File: config.mk
export PLATFORM = sky130hd
export DESIGN_NAME = apb_sram_arb
export DESIGN_NICKNAME = d
export VERILOG_FILES = /design/src/rtl/apb_sram_arb.sv
export SDC_FILE = /design/constraint.sdc
export NUM_CORES = 1
export LEC_CHECK = 0
export CORE_MARGIN = 4
export CORE_UTILIZATION = 43
export CTS_BUF_LIST = sky130_fd_sc_hd__clkbuf_8
export DETAILED_ROUTE_END_ITERATION = 12
export HOLD_SLACK_MARGIN = 0.08
export PLACE_DENSITY = 0.86
export SLEW_MARGIN = 0
export SYNTH_ARGS = -nofsm -noshare
export SYNTH_HDL_FRONTEND = slang
export SYNTH_SLANG_ARGS = --single-unit
File: constraint.sdc
create_clock -name pclk_i -period 2.1 [get_ports pclk_i]
set_input_delay 0.63 -clock pclk_i [delete_from_list [all_inputs] [get_ports pclk_i]]
set_output_delay 0.63 -clock pclk_i [all_outputs]
set_load 0.02 [all_outputs]
File: src/rtl/apb_sram_arb.sv
// apb_sram_arb: two-client round-robin APB4 master in front of one apb_sram.
// Optional macro APB_ARB_TIMEOUT_EN: abort ACCESS after TIMEOUT_CYC wait states.
//
// Ports:
//   pclk_i, prst_n_i       clock, async active-low reset
//   cN_req_i .. cN_wdata_i client N command (held until cN_ack_o)
//   cN_ack_o/rdata_o/err_o one-cycle completion with read data / error
//   psel_o .. pwdata_o     registered APB request
//   pready_i/prdata_i/pslverr_i  APB response
module apb_sram_arb #(
    parameter int ADDR_WIDTH  = 12,
    parameter int DATA_WIDTH  = 32,
    parameter int TIMEOUT_CYC = 16
) (
    input  logic                    pclk_i,
    input  logic                    prst_n_i,
    input  logic                    c0_req_i,
    input  logic                    c0_write_i,
    input  logic [ADDR_WIDTH-1:0]   c0_addr_i,
    input  logic [DATA_WIDTH/8-1:0] c0_strb_i,
    input  logic [DATA_WIDTH-1:0]   c0_wdata_i,
    output logic                    c0_ack_o,
    output logic [DATA_WIDTH-1:0]   c0_rdata_o,
    output logic                    c0_err_o,
    input  logic                    c1_req_i,
    input  logic                    c1_write_i,
    input  logic [ADDR_WIDTH-1:0]   c1_addr_i,
    input  logic [DATA_WIDTH/8-1:0] c1_strb_i,
    input  logic [DATA_WIDTH-1:0]   c1_wdata_i,
    output logic                    c1_ack_o,
    output logic [DATA_WIDTH-1:0]   c1_rdata_o,
    output logic                    c1_err_o,
    output logic                    psel_o,
    output logic                    penable_o,
    output logic [ADDR_WIDTH-1:0]   paddr_o,
    output logic                    pwrite_o,
    output logic [DATA_WIDTH/8-1:0] pstrb_o,
    output logic [DATA_WIDTH-1:0]   pwdata_o,
    input  logic                    pready_i,
    input  logic [DATA_WIDTH-1:0]   prdata_i,
    input  logic                    pslverr_i
);

    localparam int SW = DATA_WIDTH / 8;

    localparam logic [1:0] S_IDLE   = 2'd0;
    localparam logic [1:0] S_SETUP  = 2'd1;
    localparam logic [1:0] S_ACCESS = 2'd2;

    if (TIMEOUT_CYC < 1) begin : g_bad_timeout
        $error("TIMEOUT_CYC must be at least 1");
    end

    logic [1:0]            state_q;
    logic                  prio_q;
    logic                  gnt_q;
    logic [1:0]            ack_q;
    logic [DATA_WIDTH-1:0] rdata_q;
    logic                  err_q;

    logic [1:0] req;
    logic [1:0] elig;
    logic       win;
    logic       timeout;
    logic       complete;

    // A client being acked this cycle is masked so its held req
    // does not immediately re-issue the same command.
    assign req  = {c1_req_i, c0_req_i};
    assign elig = req & ~ack_q;
    assign win  = (elig == 2'b11) ? prio_q : elig[1];

`ifdef APB_ARB_TIMEOUT_EN
    localparam int CW = $clog2(TIMEOUT_CYC + 1);

    logic [CW-1:0] wcnt_q;

    assign timeout = (state_q == S_ACCESS) && !pready_i &&
                     (wcnt_q == CW'(TIMEOUT_CYC - 1));

    always_ff @(posedge pclk_i or negedge prst_n_i) begin
        if (!prst_n_i) begin
            wcnt_q <= '0;
        end else if (state_q == S_SETUP) begin
            wcnt_q <= '0;
        end else if (state_q == S_ACCESS && !pready_i && !timeout) begin
            wcnt_q <= wcnt_q + 1'b1;
        end
    end
`else
    assign timeout = 1'b0;
`endif

    assign complete = (state_q == S_ACCESS) && (pready_i || timeout);

    always_ff @(posedge pclk_i or negedge prst_n_i) begin
        if (!prst_n_i) begin
            state_q   <= S_IDLE;
            prio_q    <= 1'b0;
            gnt_q     <= 1'b0;
            ack_q     <= 2'b00;
            rdata_q   <= '0;
            err_q     <= 1'b0;
            psel_o    <= 1'b0;
            penable_o <= 1'b0;
            paddr_o   <= '0;
            pwrite_o  <= 1'b0;
            pstrb_o   <= '0;
            pwdata_o  <= '0;
        end else begin
            ack_q <= 2'b00;
            case (state_q)
                S_IDLE: begin
                    if (|elig) begin
                        gnt_q     <= win;
                        prio_q    <= ~win;
                        psel_o    <= 1'b1;
                        penable_o <= 1'b0;
                        state_q   <= S_SETUP;
                        if (win) begin
                            paddr_o  <= c1_addr_i;
                            pwrite_o <= c1_write_i;
                            pstrb_o  <= c1_write_i ? c1_strb_i : SW'(0);
                            pwdata_o <= c1_wdata_i;
                        end else begin
                            paddr_o  <= c0_addr_i;
                            pwrite_o <= c0_write_i;
                            pstrb_o  <= c0_write_i ? c0_strb_i : SW'(0);
                            pwdata_o <= c0_wdata_i;
                        end
                    end
                end
                S_SETUP: begin
                    penable_o <= 1'b1;
                    state_q   <= S_ACCESS;
                end
                S_ACCESS: begin
                    if (complete) begin
                        psel_o    <= 1'b0;
                        penable_o <= 1'b0;
                        state_q   <= S_IDLE;
                        ack_q     <= gnt_q ? 2'b10 : 2'b01;
                        rdata_q   <= (timeout || pwrite_o) ? '0 : prdata_i;
                        err_q     <= timeout | pslverr_i;
                    end
                end
                default: begin
                    psel_o    <= 1'b0;
                    penable_o <= 1'b0;
                    state_q   <= S_IDLE;
                end
            endcase
        end
    end

    // Response data is shared; each client only sees it during its ack.
    assign c0_ack_o   = ack_q[0];
    assign c1_ack_o   = ack_q[1];
    assign c0_rdata_o = ack_q[0] ? rdata_q : '0;
    assign c1_rdata_o = ack_q[1] ? rdata_q : '0;
    assign c0_err_o   = ack_q[0] & err_q;
    assign c1_err_o   = ack_q[1] & err_q;

endmodule

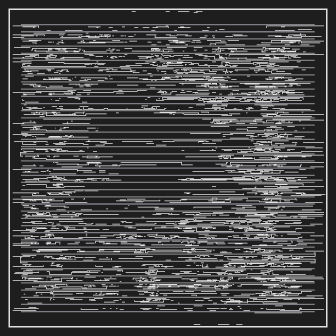
Fig. 1. The metal 1 layer (run 1).
Supply wires on this layer in grey.
The layer holds 41% of the routed length. The longest straight run is 41.9 um. The wires run mostly horizontal.
final WL: 17600 um
met1 Resource Use GR: 31.5%
routed vias: 5205

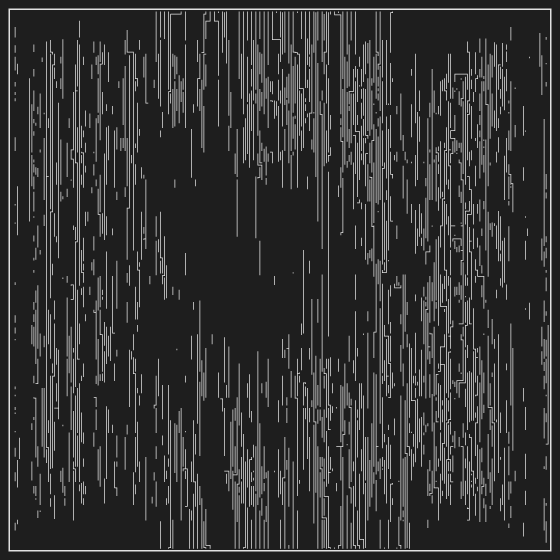
Fig. 2. Met2 routing (run 1).
The longest straight run is 89.9 um. The layer carries 8520 um of wire. 787 nets have wire on it. The layer holds 48% of the routed length.
met2 global-route usage: 40.1%

==> qor.txt, run 1 <==
Outcome: finished, final reports clean
Fin nets: 899
Hold slack: 0.184 ns
Nets at Floorplan: 661
Syn Area/Cell: 10.2 um^2
CP max FO: 42
Async S/R FF share, synth: 100%
Synth-to-layout area growth: 50.7%
Row count: 40
DRC: 0
Synth Cell Area: 5370 um^2
Gate power share: 56.6%
Root buffer cell: clkbuf_8
WS Path Type: reg2out
Clock period minus worst slack: 2.04 ns
Antenna-violating nets left: 0
Die area: 14300 um^2
Cells after Synth: 525
Comb pwr: 5.69 mW
H-tree level count: 3
Number of global-route vias before repair: 5474
YS chip area: 5370 um^2
Layout cells sized above 1: 20.4%
Post-placement worst setup slack: -0.245 ns
Switching Power: 4.02 mW
DP HPWL: 13000 um
Drt first pass iters: 5
Main flop type: dfrtp_1
Least-Margin Pin Slew: 0.455 ns
Fin. Hold Viols: 0
Reg power frac: 31.9%
Unrepaired setup endpoints after global routing: false
Clk pwr: 1.16 mW
Sw frac: 39.9%
Fin cells: 936
Yosys cell count: 525
Routability cong.: 0.878
Total congestion overflow: 0
IO Count: 255
Synth unique cells: 33
Post-synth top cells: dfrtp_1 (89), and2_1 (66), and3b_1 (45), o21ai_0 (45), a221oi_1 (42)
Yosys top cell by instances: dfrtp_1
Avg Vias per Cell: 5.56
Period utilization: 97.0%
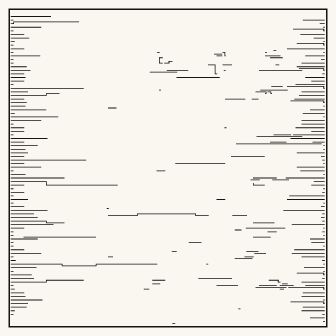
Fig. 3. M3 wires (run 1).
The layer carries 1620 um of wire. The longest straight run is 32.2 um. The layer holds 9.2% of the routed length.
M3 GR Usage: 6.55%

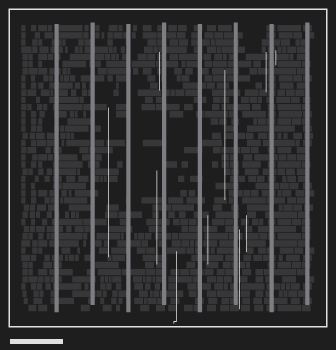
Fig. 4. M4 wires (run 1).
Scale bar: 20 um. Supply wires on this layer in grey.
8 nets have wire on it. The layer holds 1.5% of the routed length.

-- run 1: placed cells by master (no fill, tap or decap), types with 9 or more instances in the layout --
cell type          n
a221oi_1          42
a2bb2oi_2         39
and2_1            66
and3b_1           45
buf_12            10
buf_4             26
clkbuf_2          54
clkbuf_8          13
clkdlybuf4s15_1    9
clkdlybuf4s50_1  184
dfrtp_1           88
nand2_1           38
nand2b_1          33
o21ai_0           45
o21ai_1           32
-- run 1: critical path: stages (launching register included) --
cell             delay (ns)
dfrtp_2                0.43
buf_12                 0.16
and2_1                 0.15
clkdlybuf4s15_1        0.28
-- run 1: worst paths after layout --
check	start	end	slack (ns)	depth (start not counted)
worst max register to register	ack_q[1]	pstrb_o[2]	0.28	5
max in group asynchronous	prst_n_i	ack_q[1]	1.36	2
min in group pclk_i	gnt_q	ack_q[0]	0.47	1
worst max-delay path	ack_q[1]	c1_rdata_o[28]	0.06	3
worst min-delay path	prst_n_i	pwdata_o[8]	0.18	1
worst min register to register	gnt_q	ack_q[0]	0.47	1
-- run 1: logic make-up after synthesis --
kind of cell | count (synthesis) | synth area share, %
flops | 89 | 41.5
buf+inv | 65 | 6.76
compound gates | 173 | 27.6
simple gates | 196 | 23.8
mux | 2 | 0.396
-- run 1: metal layers --
metal / wire [um] / up-vias / track usage, %
met2: 8520 / 290 / 40.1
li1: - / 2382 / -
met3: 1620 / 24 / 6.55
met1: 7250 / 2509 / 31.5
met4: 265 / 0 / 7.80
met5: 0 / - / 0
-- run 1: final cells by class --
class / instances / area share [%]
well taps: 168 / 2.60
clock inverters: 3 / 0.170
inverters: 3 / 0.294
multi-input cells: 371 / 34.5
flip-flops and latches: 89 / 27.5
repair buffers: 289 / 32.7
clock buffers: 13 / 2.21
==> run 2, diff against run 1 <==
CORE_ASPECT_RATIO = 0.9   (was default)
SLEW_MARGIN = 20   (was 0)
==> qor.txt, run 2 <==
Period utilization: 98.1% (was 97.0%)
Reg2reg start: ack_q[1] (unchanged)
Max-Slew Margin vs Limit: 59.6% (was 69.7%)
Design Area, Final: 8030 um^2 (was 8090 um^2)
Clock period minus worst slack: 2.06 ns (was 2.04 ns)
Yosys cell count: 525 (unchanged)
Final Skew: 0.0107 ns (was 0.00663 ns)
Outcome: finished, final reports clean (unchanged)
Least-Margin Pin Slew: 0.606 ns (was 0.455 ns)
DRC: 0 (unchanged)
Critical Path Stages: 1 (was 3)
YS chip area: 5370 um^2 (unchanged)
Post-synthesis sequential area ratio: 41.5% (unchanged)
IO Count: 255 (unchanged)
DP HPWL: 12800 um (was 13000 um)
Syn Area/Cell: 10.2 um^2 (unchanged)
Worst path top cell family by delay: buffers and inverters (unchanged)
Crit. Startpoint: pwdata_o[13] (was ack_q[1])
Yosys top cell by instances: dfrtp_1 (unchanged)
R2r worst-path depth: 7 (was 5)
CP Cell Sequence: clkdlybuf4s50_1 (was buf_12 > and2_1 > clkdlybuf4s15_1)
Total congestion overflow: 0 (unchanged)
Fin nets: 892 (was 899)
CP max stage delay: 0.68 ns (was 0.43 ns)
Gr busiest metal: met2 (unchanged)
Root buffer cell: clkbuf_8 (unchanged)
Worst setup path end: pwdata_o[13] (was c1_rdata_o[28])
H-tree level count: 3 (unchanged)
CP max FO: 2 (was 42)
Crit path max-delay cell type: clkdlybuf4s50_1 (was dfrtp_2)
Die Wd: 126 um (was 120 um)
Top cell excl fill/tap: clkdlybuf4s50_1 (unchanged)
Nets at Floorplan: 661 (unchanged)
Antenna-violating nets left: 0 (unchanged)
Drt first pass iters: 6 (was 5)
Synth Cell Area: 5370 um^2 (unchanged)
CTS tree: done (unchanged)
Main flop type: dfrtp_1 (unchanged)
Layout cells sized above 1: 20.4% (about the same)
Number of global-route vias before repair: 5183 (was 5474)
Fin. Hold Viols: 0 (unchanged)
Met2 global-route usage: 40.0% (was 40.1%)
Routability cong.: 0.828 (was 0.878)
Async S/R FF share, synth: 100% (unchanged)
Buf/Inv on CP: 1 (was 2)
Unrepaired setup endpoints after global routing: false (unchanged)
Avg Vias per Cell: 5.52 (was 5.56)
Synth unique cells: 33 (unchanged)
Synth-to-layout area growth: 49.4% (was 50.7%)
WS Path Type: reg2out (unchanged)
[run 2: power breakdown]
| part | switching, mW | total (mW) | internal [mW] | leakage (nW) |
|---|---|---|---|---|
| clock network | 0.631 | 1.22 | 0.587 | 0.103 |
| registers | 0.651 | 3.20 | 2.55 | 1.06 |
| logic | 2.77 | 5.59 | 2.82 | 2.30 |
| total | 4.05 | 10.0 | 5.95 | 3.47 |
[run 2: stage by stage]
stage	hold slack [ns]	cells	power, mW	setup slack (ns)	TNS [ns]
CTS	0.233	920	10.1	0.000854	0
global placement	0.452	904	8.66	-0.178	-5.61
detailed placement	0.460	904	8.88	-0.226	-6.62
global route	0.255	921	10.6	0.00141	0
floorplan	0.334	525	6.68	0.258	0
finish	0.232	922	10.0	0.0399	0
[run 2: metal layers]
metal,part of all wire [%],vias up
li1,-,2371
met1,40,2444
met2,51,227
met3,5.5,43
met4,3.0,0
met5,0,-
[run 2: area by class of cell]
cell class / count / area (um^2) / area share (%)
inverters: 3 / 23.8 / 0.296
clock buffers: 10 / 138 / 1.71
flip-flops and latches: 89 / 2230 / 27.8
diodes: 1 / 2.50 / 0.0312
clock inverters: 6 / 65.1 / 0.811
repair buffers: 282 / 2580 / 32.1
well taps: 160 / 200 / 2.49
multi-input cells: 371 / 2790 / 34.8
[run 2: kinds of logic (layout without fill, tap and decap cells)]
| logic type | count (synthesis) | after routing | synth area share (%) |
|---|---|---|---|
| AOI/OAI and AO/OA | 173 | 173 | 27.6 |
| buffers and inverters | 65 | 301 | 6.76 |
| DFF | 89 | 89 | 41.5 |
| muxes | 2 | 2 | 0.396 |
| other | 0 | 1 | 0 |
| and+or+nand+nor | 196 | 196 | 23.8 |
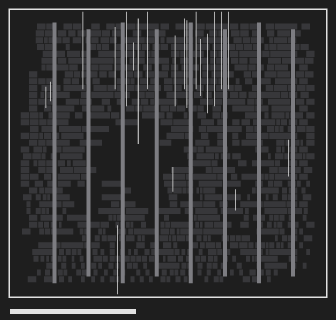
Fig. 5. M4 wires (run 2).
Scale bar: 50 um. Supply wires on this layer in grey.
The layer carries 532 um of wire. 19 nets have wire on it. The longest straight run is 49.6 um.
final WL: 17700 um
routed vias: 5085

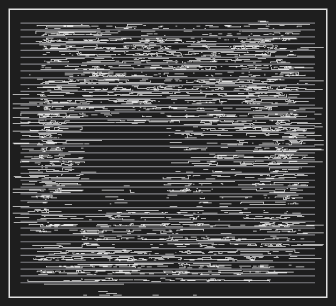
Fig. 6. The metal 1 layer (run 2).
Supply wires on this layer in grey.
The longest straight run is 71.3 um. The layer carries 7160 um of wire.
met1 Resource Use GR: 29.1%

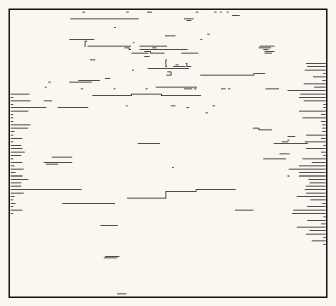
Fig. 7. M3 wires (run 2).
The longest straight run is 27.8 um. The wires run mostly horizontal. 134 nets have wire on it. The layer holds 5.5% of the routed length. The layer carries 969 um of wire.
M3 GR Usage: 5.34%

No activity file was given, so power comes from the tool's default toggle rates.
